run_1/cell_density.png
20 x 20 tiles, from black (low) to pale yellow (high), 0 to 100% covered.
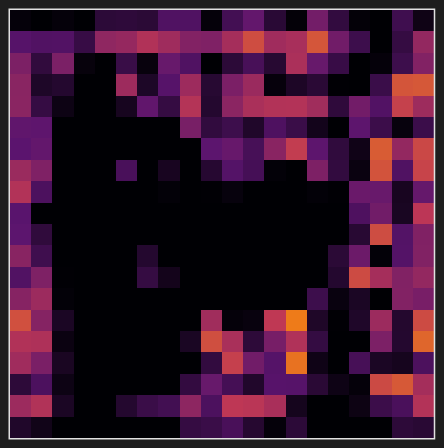
run_1/placement_by_type.png
Bar = 50 µm. Fill, decap, tap and diode cells in gray.
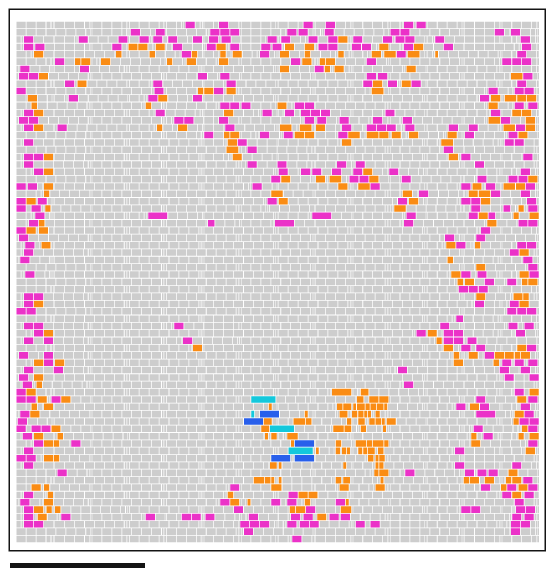
run_1/io_placement.png
Bar = 50 µm. Pins as bars across the die edge, other pins in gray.
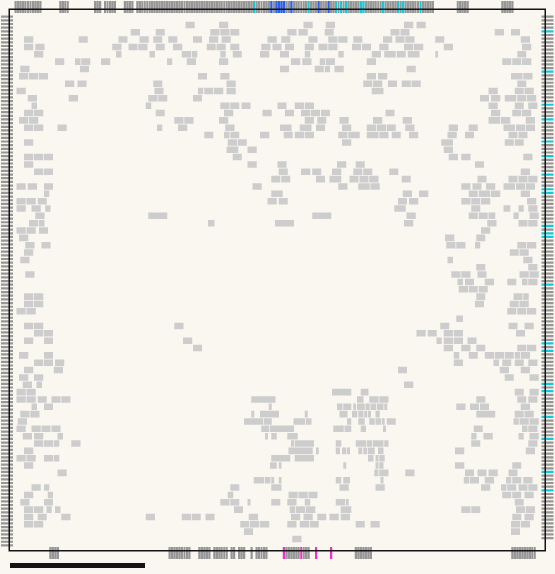
===== config.mk =====
export PLATFORM = sky130hd
export DESIGN_NAME = sbus_arbiter
export DESIGN_NICKNAME = d
export VERILOG_FILES = /design/src/rtl/sbus_arbiter.sv
export SDC_FILE = /design/constraint.sdc
export NUM_CORES = 1
export LEC_CHECK = 0
export CORE_AREA = 2 2 196 198
export CTS_CLUSTER_DIAMETER = 100
export DETAILED_ROUTE_END_ITERATION = 8
export DIE_AREA = 0 0 198 200
export MAX_ROUTING_LAYER = met4
export PLACE_DENSITY_LB_ADDON = 0.1
export SYNTH_ARGS = -nofsm -noshare
export SYNTH_HDL_FRONTEND = slang
export SYNTH_SLANG_ARGS = --single-unit
export TNS_END_PERCENT = 1

===== constraint.sdc =====
create_clock -name clk_i -period 5.04 [get_ports clk_i]
set_input_delay 0.504 -clock clk_i [delete_from_list [all_inputs] [get_ports clk_i]]
set_output_delay 0.504 -clock clk_i [all_outputs]
set_load 0.01 [all_outputs]

===== src/rtl/sbus_arbiter.sv =====
// -----------------------------------------------------------------------------
// sbus_arbiter
//   Shares one sbus slave between N_MASTERS bus masters (I-fetch, D-access,
//   cache refill, uncached MMIO, ...). Arbitration is either round-robin or
//   fixed priority (lowest index wins). The winner is decoded combinationally,
//   so a granted master reaches the slave in the same cycle it raises en.
//   Once a granted transfer stalls, the grant is locked to that master until
//   the transfer completes (en & !stall) or the master drops en (abort).
//
// Ports
//   clk_i, rst_i        clock, synchronous active-high reset
//   m_en_i[N]           per-master request
//   m_we_i[N]           per-master write enable
//   m_size_i[2N]        per-master size, slice [2i+:2]
//   m_addr_i[32N]       per-master address, slice [32i+:32]
//   m_data_w_i[32N]     per-master write data, slice [32i+:32]
//   m_data_r_o[32N]     read data, every slice carries s_data_r_i
//   m_stall_o[N]        per-master stall (winner sees slave stall, losers wait)
//   s_en_o .. s_data_w_o  request fields of the selected master to the slave
//   s_data_r_i, s_stall_i  slave response
//   grant_valid_o       a master drives the slave this cycle
//   grant_id_o          index of that master
//
// State table
//   state   | meaning
//   --------+------------------------------------------------------------
//   ST_IDLE | no owner; winner picked from m_en_i this cycle
//   ST_BUSY | owner_q holds the master whose stalled transfer is in flight
// -----------------------------------------------------------------------------
module sbus_arbiter #(
    parameter int N_MASTERS  = 4,
    parameter int FIXED_PRIO = 0,
    parameter int ID_W       = $clog2(N_MASTERS)
) (
    input  logic                    clk_i,
    input  logic                    rst_i,
    input  logic [N_MASTERS-1:0]    m_en_i,
    input  logic [N_MASTERS-1:0]    m_we_i,
    input  logic [2*N_MASTERS-1:0]  m_size_i,
    input  logic [32*N_MASTERS-1:0] m_addr_i,
    input  logic [32*N_MASTERS-1:0] m_data_w_i,
    output logic [32*N_MASTERS-1:0] m_data_r_o,
    output logic [N_MASTERS-1:0]    m_stall_o,
    output logic                    s_en_o,
    output logic                    s_we_o,
    output logic [1:0]              s_size_o,
    output logic [31:0]             s_addr_o,
    output logic [31:0]             s_data_w_o,
    input  logic [31:0]             s_data_r_i,
    input  logic                    s_stall_i,
    output logic                    grant_valid_o,
    output logic [ID_W-1:0]         grant_id_o
);

    typedef enum logic {
        ST_IDLE = 1'b0,
        ST_BUSY = 1'b1
    } state_t;

    localparam logic [ID_W-1:0] LAST_ID = ID_W'(N_MASTERS - 1);

    state_t              state_q, state_d;
    logic [ID_W-1:0]     owner_q, owner_d;
    logic [ID_W-1:0]     last_q, last_d;

    logic [N_MASTERS-1:0] arb_req;
    logic [ID_W-1:0]      start_id;
    logic [ID_W-1:0]      cand_id;
    logic                 arb_found;
    logic [ID_W-1:0]      arb_id;
    logic                 hold;
    logic                 grant_valid;
    logic [ID_W-1:0]      sel_id;

    // The owner keeps the grant only while it still requests; if it drops en
    // the cycle is re-arbitrated among the others.
    assign hold = (state_q == ST_BUSY) && m_en_i[owner_q];

    // Search from start_id upwards. The wrap is an explicit compare against
    // the last index so that non-power-of-two N never lands on a phantom id.
    always_comb begin
        arb_req = m_en_i;
        if (state_q == ST_BUSY) begin
            arb_req[owner_q] = 1'b0;
        end

        if (FIXED_PRIO != 0) begin
            start_id = '0;
        end else if (last_q == LAST_ID) begin
            start_id = '0;
        end else begin
            start_id = last_q + 1'b1;
        end

        arb_found = 1'b0;
        arb_id    = '0;
        cand_id   = start_id;
        for (int k = 0; k < N_MASTERS; k++) begin
            if (!arb_found && arb_req[cand_id]) begin
                arb_found = 1'b1;
                arb_id    = cand_id;
            end
            cand_id = (cand_id == LAST_ID) ? '0 : cand_id + 1'b1;
        end
    end

    always_comb begin
        grant_valid = 1'b0;
        sel_id      = '0;
        if (rst_i) begin
            grant_valid = 1'b0;
            sel_id      = '0;
        end else if (hold) begin
            grant_valid = 1'b1;
            sel_id      = owner_q;
        end else begin
            grant_valid = arb_found;
            sel_id      = arb_id;
        end
    end

    // Slave-side mux; all request fields read as zero when nobody is granted.
    always_comb begin
        grant_valid_o = grant_valid;
        grant_id_o    = sel_id;
        s_en_o        = grant_valid;
        s_we_o        = 1'b0;
        s_size_o      = '0;
        s_addr_o      = '0;
        s_data_w_o    = '0;
        if (grant_valid) begin
            s_we_o     = m_we_i[sel_id];
            s_size_o   = m_size_i[{sel_id, 1'b0} +: 2];
            s_addr_o   = m_addr_i[{sel_id, 5'b0} +: 32];
            s_data_w_o = m_data_w_i[{sel_id, 5'b0} +: 32];
        end
    end

    // Every requester that is not the selected master waits.
    always_comb begin
        m_stall_o = m_en_i;
        if (grant_valid) begin
            m_stall_o[sel_id] = s_stall_i;
        end
    end

    assign m_data_r_o = {N_MASTERS{s_data_r_i}};

    // A stalled grant locks the selected master; a completing grant returns
    // to IDLE and moves the round-robin pointer. An abort with no other
    // requester simply falls back to IDLE and leaves the pointer alone.
    always_comb begin
        state_d = state_q;
        owner_d = owner_q;
        last_d  = last_q;
        if (grant_valid) begin
            if (s_stall_i) begin
                state_d = ST_BUSY;
                owner_d = sel_id;
            end else begin
                state_d = ST_IDLE;
                last_d  = sel_id;
            end
        end else begin
            state_d = ST_IDLE;
        end
    end

    // Reset points last at N-1 so that master 0 is first in line.
    always_ff @(posedge clk_i) begin
        if (rst_i) begin
            state_q <= ST_IDLE;
            owner_q <= '0;
            last_q  <= LAST_ID;
        end else begin
            state_q <= state_d;
            owner_q <= owner_d;
            last_q  <= last_d;
        end
    end

endmodule

==> results.tsv, run 1 <==
metric	value	unit
CTS Buffer Depth	2	
final hold vios	0	
crit path DRT	4.54	ns
diodes inserted	2	
Psw	562	µW
area fraction in mux cells	39.5	%
Hold WS	0.469	ns
Clock Buffer Count	4	
Root Buffer	clkbuf_16	
via count	4027	
Synth area leaders	mux2i_1 (38%), buf_4 (28%), o22ai_1 (8.4%)	
final setup fails	0	
outcome	completed	
Register Area	100	µm²
reg2reg start	owner_q[1]	
Synth Area per Inst	8.15	µm²
fin area	6820	µm²
CTS Hold Buffers Added	0	
Commonest flop	dfxtp_1	
most numerous logic cell after layout	clkdlybuf4s50_1	
Rows	71	
Max-area cell share	38.3	%
slew at the pin closest to its max-slew limit	0.940	ns
register area share after synthesis	2.74	%
nets	952	
H-Tree Depth	1	
Post-synth top cells	mux2i_1 (140), buf_4 (137), o22ai_1 (49)	
Min-Delay Endpoint	last_q[1]	
clock skew	0.0000631	ns
Setup TNS	0	ns
Comb area	2380	µm²
Biggest consumer	combinational logic	
vias per cell	3.48	
cell count after synthesis	449	
metal1 wirelength	7.48	mm
dominant kind of combinational cell	multiplexers	
total clock network power	128	µW
Tmin final	4.35	ns
Final Max Slew Viols	0	
Chip Area, Yosys	3660	µm²
router iterations before antenna repair	4	
Gate power share	87.1	%
number of I/O pins	510	
Signal buffers	357	
Top cells excl fill/tap	clkdlybuf4s50_1 (349), mux2i_1 (140), o22ai_1 (49), o22ai_2 (19), nor2_1 (14)	
setup bufs post-CTS	0	
cell total after placement	1150	
first-pass GRT wire length	28.2	mm
Leak Pwr	2.45	nW
Post-DP Area	6730	µm²
HPWL Detailed	18.4	mm
# Cells Yosys	449	
Gates resized, CTS repair	0	
Hold Startpoint	last_q[1]	
Tot Pwr	1.38	mW
Max Freq	0.230	GHz
Peak VDD IR	0.0751	mV
comb pwr	1.20	mW
power density over the cells	202	nW/µm²
met2 global-route usage	18.7	%
Comb area share	34.9	%
CP startpoint kind	input port	
Area Overhead vs Synth	86.3	%
biggest cell delay along the critical path	0.65	ns
EDFF count, synth	0	
fa+ha+maj area frac	0.342	%
Synth warnings	0	
initial antenna violation count	2	
hold depth	1	
met3 routed WL	2.18	mm
RePlAce Congestion	0.833	
Yosys cell types	35	
GR peak layer	met2	
Reg2Reg Setup Slack	2.81	ns
CP endpoint	s_data_w_o[26]	
Seq area share	1.47	%
Setup CP Type	in -> out	
CTS sink count	5	
fin worst setup slack	0.686	ns
CP Launch Point	m_en_i[2]	
power share of the clock group	9.3	%
Notes on cell_density.png above:
The emptiest ninth of the die: center. The mean over all tiles is 16%. 41% of the tiles are nearly empty. The fullest tile reaches 70%.
Floorplan Utilization: 9.78%
Final Util: 18.2%
Core Area: 37,400 µm²

Notes on placement_by_type.png above:
Blue marks flops, cells 5. Orange marks combinational and other logic, cells 277. Cyan marks clock drivers and dummy loads, cells 4. Magenta marks other buffers and delay cells, cells 357.

Notes on io_placement.png above:
Cyan marks s_addr_o, pins 32, direction output, edge 21 right, 11 top. Blue marks m_size_i, pins 8, direction input, edge top. Magenta marks m_stall_o, pins 4, direction output, edge bottom.
All pins by edge: 157 top, 145 left, 143 right, 65 bottom.
die height: 200 µm
die width: 198 µm
Port Buf Inserts: 349

==> inputs of run 2 (changes only) <==
--- a/config.mk
+++ b/config.mk
@@ -5,6 +5,7 @@
 export SDC_FILE = /design/constraint.sdc
 export NUM_CORES = 1
 export LEC_CHECK = 0
+export CAP_MARGIN = 20
 export CORE_AREA = 2 2 196 198
 export CTS_CLUSTER_DIAMETER = 100
 export DETAILED_ROUTE_END_ITERATION = 8
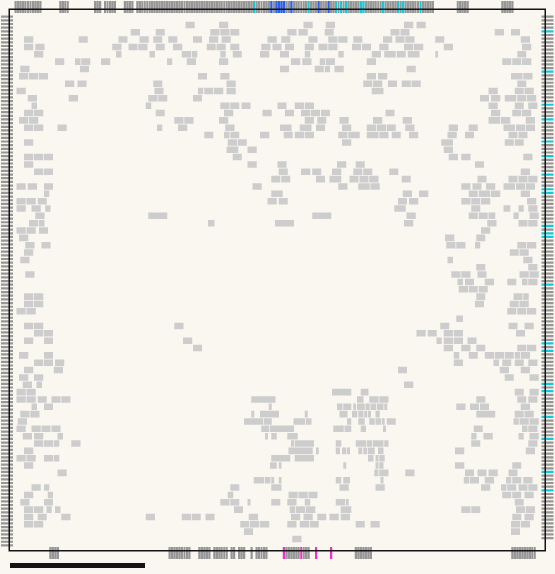
run_2/io_placement.png
Bar = 50 µm. Pins as bars across the die edge, other pins in gray.
Blue marks m_size_i, pins 8, direction input, edge top. Magenta marks m_stall_o, pins 4, direction output, edge bottom. Cyan marks s_addr_o, pins 32, direction output, edge 21 right, 11 top.
All pins by edge: 157 top, 145 left, 143 right, 65 bottom.

==> run 2 against run 1 <==
Clock power about the same. Sequential power about the same. Via count unchanged. Clock skew unchanged. Clock-buffer cell count unchanged. Wire length unchanged. Non-clock buffer count unchanged. Synthesized cell count unchanged. Register-to-register slack about the same. Sequential share of layout area unchanged. Synthesized area unchanged.
==> results.tsv, run 2 <==
metric	value	unit	change
Area Overhead vs Synth	86.3	%	unchanged
Gates resized, CTS repair	0		unchanged
fin worst setup slack	0.686	ns	unchanged
EDFF count, synth	0		unchanged
Root Buffer	clkbuf_16		
die width	198	µm	unchanged
Leak Pwr	2.45	nW	unchanged
number of I/O pins	510		unchanged
dominant kind of combinational cell	multiplexers		
Setup CP Type	in -> out		
Comb area share	34.9	%	unchanged
Synth Area per Inst	8.15	µm²	unchanged
Floorplan Utilization	9.78	%	unchanged
final hold vios	0		unchanged
Core Area	37400	µm²	unchanged
Final Max Slew Viols	0		unchanged
Chip Area, Yosys	3660	µm²	unchanged
Post-DP Area	6730	µm²	unchanged
crit path DRT	4.54	ns	about the same
# Cells Yosys	449		unchanged
cell total after placement	1150		unchanged
vias per cell	3.48		unchanged
HPWL Detailed	18.4	mm	unchanged
H-Tree Depth	1		unchanged
met3 routed WL	2.18	mm	unchanged
final setup fails	0		unchanged
Synth area leaders	mux2i_1 (38%), buf_4 (28%), o22ai_1 (8.4%)		
slew at the pin closest to its max-slew limit	0.940	ns	unchanged
power share of the clock group	9.3	%	about the same
GR peak layer	met2		
Max-area cell share	38.3	%	unchanged
Seq area share	1.47	%	unchanged
Psw	562	µW	unchanged
Clock Buffer Count	4		unchanged
Gate power share	87.1	%	about the same
met2 global-route usage	18.7	%	unchanged
nets	952		unchanged
comb pwr	1.20	mW	about the same
reg2reg start	owner_q[1]		
Rows	71		unchanged
CTS Buffer Depth	2		unchanged
Signal buffers	357		unchanged
initial antenna violation count	2		unchanged
Biggest consumer	combinational logic		
router iterations before antenna repair	4		unchanged
Peak VDD IR	0.0751	mV	unchanged
RePlAce Congestion	0.833		unchanged
outcome	completed		
Tmin final	4.35	ns	unchanged
Tot Pwr	1.38	mW	unchanged
Hold WS	0.469	ns	unchanged
Top cells excl fill/tap	clkdlybuf4s50_1 (349), mux2i_1 (140), o22ai_1 (49), o22ai_2 (19), nor2_1 (14)		
area fraction in mux cells	39.5	%	unchanged
metal1 wirelength	7.48	mm	unchanged
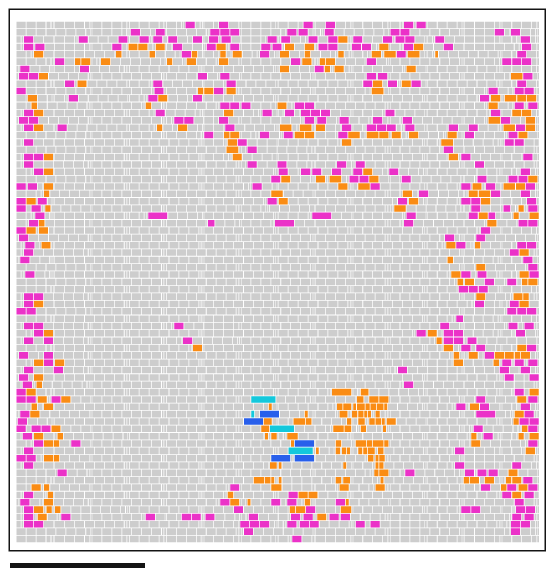
run_2/placement_by_type.png
Bar = 50 µm. Fill, decap, tap and diode cells in gray.
Cyan marks clock drivers and dummy loads, cells 4. Magenta marks other buffers and delay cells, cells 357. Orange marks combinational and other logic, cells 277. Blue marks flops, cells 5.

run_2/congestion.png
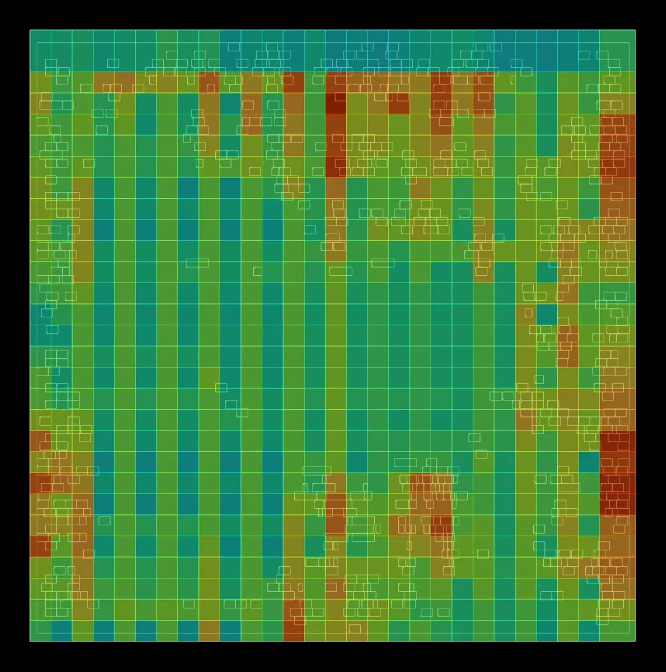

==> inputs of run 3 (changes only) <==
--- a/config.mk
+++ b/config.mk
@@ -6,10 +6,11 @@
 export NUM_CORES = 1
 export LEC_CHECK = 0
 export CAP_MARGIN = 20
-export CORE_AREA = 2 2 196 198
-export CTS_CLUSTER_DIAMETER = 100
+export CORE_AREA = 2 2 198 200
+export CTS_CLUSTER_DIAMETER = 200
 export DETAILED_ROUTE_END_ITERATION = 8
-export DIE_AREA = 0 0 198 200
+export DIE_AREA = 0 0 200 202
+export DONT_BUFFER_PORTS = 1
 export MAX_ROUTING_LAYER = met4
 export PLACE_DENSITY_LB_ADDON = 0.1
 export SYNTH_ARGS = -nofsm -noshare
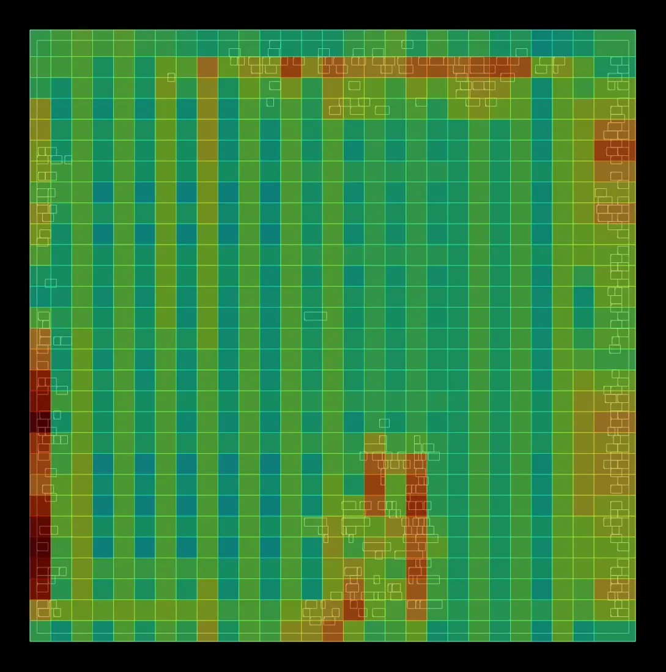
run_3/congestion.png
WL per Instance: 19.5 µm
total track usage: 7.03%

==> run 3 against run 2 <==
Fmax rose by 8.2%. Register-to-register slack improved by 0.06 ns. Flip-flop count did not move. First-iteration DRC count fell by 19%. Non-clock buffer count fell by 356. Combinational power fell by about 40%. Critical endpoint is now s_data_w_o[28]. Clock power barely moved. Utilization fell by 9.8 points. Clock-buffer cell count did not move. Wire length fell by 28%. Clock skew rose by 0.00078 ns. Sequential share of layout area rose by 1.6 points.
==> results.tsv, run 3 <==
metric	value	unit	change
Final Non-Filler Cells	805		
met2 global-route usage	14.5	%	-4.2 points
# Cells Yosys	449		unchanged
Floorplan Utilization	9.55	%	-0.23 points
via count	2759		
Leak Pwr	1.06	nW	-57%
Peak VDD IR	0.133	mV	+77%
Hold Startpoint	rst_i		
asr flop ratio synth	0	%	
Tot Pwr	898	µW	-35%
Clock Buffer Count	4		unchanged
Slew headroom	34.9	%	
cell total after placement	801		-30%
Rows	72		+1.4%
r2r worst-path depth	6		
Seq area share	3.09	%	+1.6 points
reg2reg start	state_q		
H-Tree Depth	1		unchanged
Hold WS	0.351	ns	-0.118 ns
area fraction in mux cells	39.5	%	unchanged
largest registers	last_q (2), owner_q (2), state_q (1)		
initial antenna violation count	0		-2
Signal buffers	1		-99.7%
Synth area leaders	mux2i_1 (38%), buf_4 (28%), o22ai_1 (8.4%)		
total clock network power	130	µW	
Psw	471	µW	-16%
Setup CP Type	reg -> out		
Area Overhead vs Synth	-11.5	%	
GR peak layer	met2		
power share of the clock group	14.5	%	+5.2 points
sequential share of power	5.5	%	
fa+ha+maj area frac	0.342	%	
number of I/O pins	510		unchanged
GRT met1 Usage	6.05	%	
OpenROAD warnings	26		
dominant kind of combinational cell	multiplexers		
Root Buffer	clkbuf_16		
CP Launch Point	last_q[0]		
final hold vios	0		unchanged
crit-path leading delay family	AND-OR/OR-AND gates		
slew at the pin closest to its max-slew limit	0.976	ns	+0.0364 ns
Max-area cell share	38.3	%	unchanged
Seq Cell Count	5		
Post-DP Area	3160	µm²	-53%
crit-path max FO	93		
clk latency late pin	0.22	ns	
Core Area	38300	µm²	+2.4%
outcome	completed		
Clock buf/inv share	2.44	%	
comb pwr	719	µW	-40%
metal1 wirelength	4.97	mm	-34%
met3 routed WL	1.53	mm	-30%
EDFF count, synth	0		unchanged
Worst EP arrival	3.52	ns	
Commonest flop	dfxtp_1		
CP Depth	9		
Min-Delay Endpoint	owner_q[0]		
Chip Area, Yosys	3660	µm²	unchanged
Comb area share	73.5	%	+39 points
die width	200	µm	+1.0%
setup bufs post-CTS	0		
Port Buf Inserts	0		
fin worst setup slack	1.02	ns	+0.331 ns
multi-input gates	274		
Reg2Reg Setup Slack	2.87	ns	
nets	596		-37%
Top cells excl fill/tap	mux2i_1 (140), o22ai_1 (49), o22ai_2 (19), nor2_1 (14)		
Final Max Slew Viols	0		unchanged
Tmin final	4.02	ns	-0.331 ns
Max Freq	0.249	GHz	
vias per cell	3.43		-1.6%
router iterations before antenna repair	4		unchanged
crit path DRT	4.54	ns	about the same
Gate power share	80.0	%	-7.1 points
Biggest consumer	combinational logic		
Synth Area per Inst	8.15	µm²	unchanged
HPWL Detailed	13.1	mm	-29%
RePlAce Congestion	0.690		-17%
CTS Buffer Depth	2		unchanged
final setup fails	0		unchanged
flip-flop and latch power	49.2	µW	
Gates resized, CTS repair	0		unchanged
WL met2	8.67	mm	
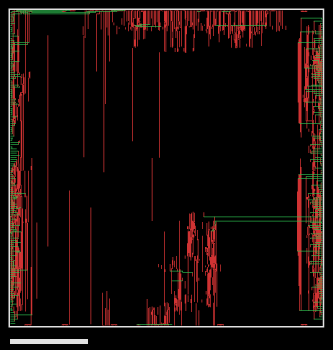
run_3/wires.png
Bar = 50 µm. Only two layers are drawn.
Green marks metal 3, wire length 1,530 µm. Red marks metal 2, wire length 8,670 µm.

No activity file was given, so power comes from the tool's default toggle rates.
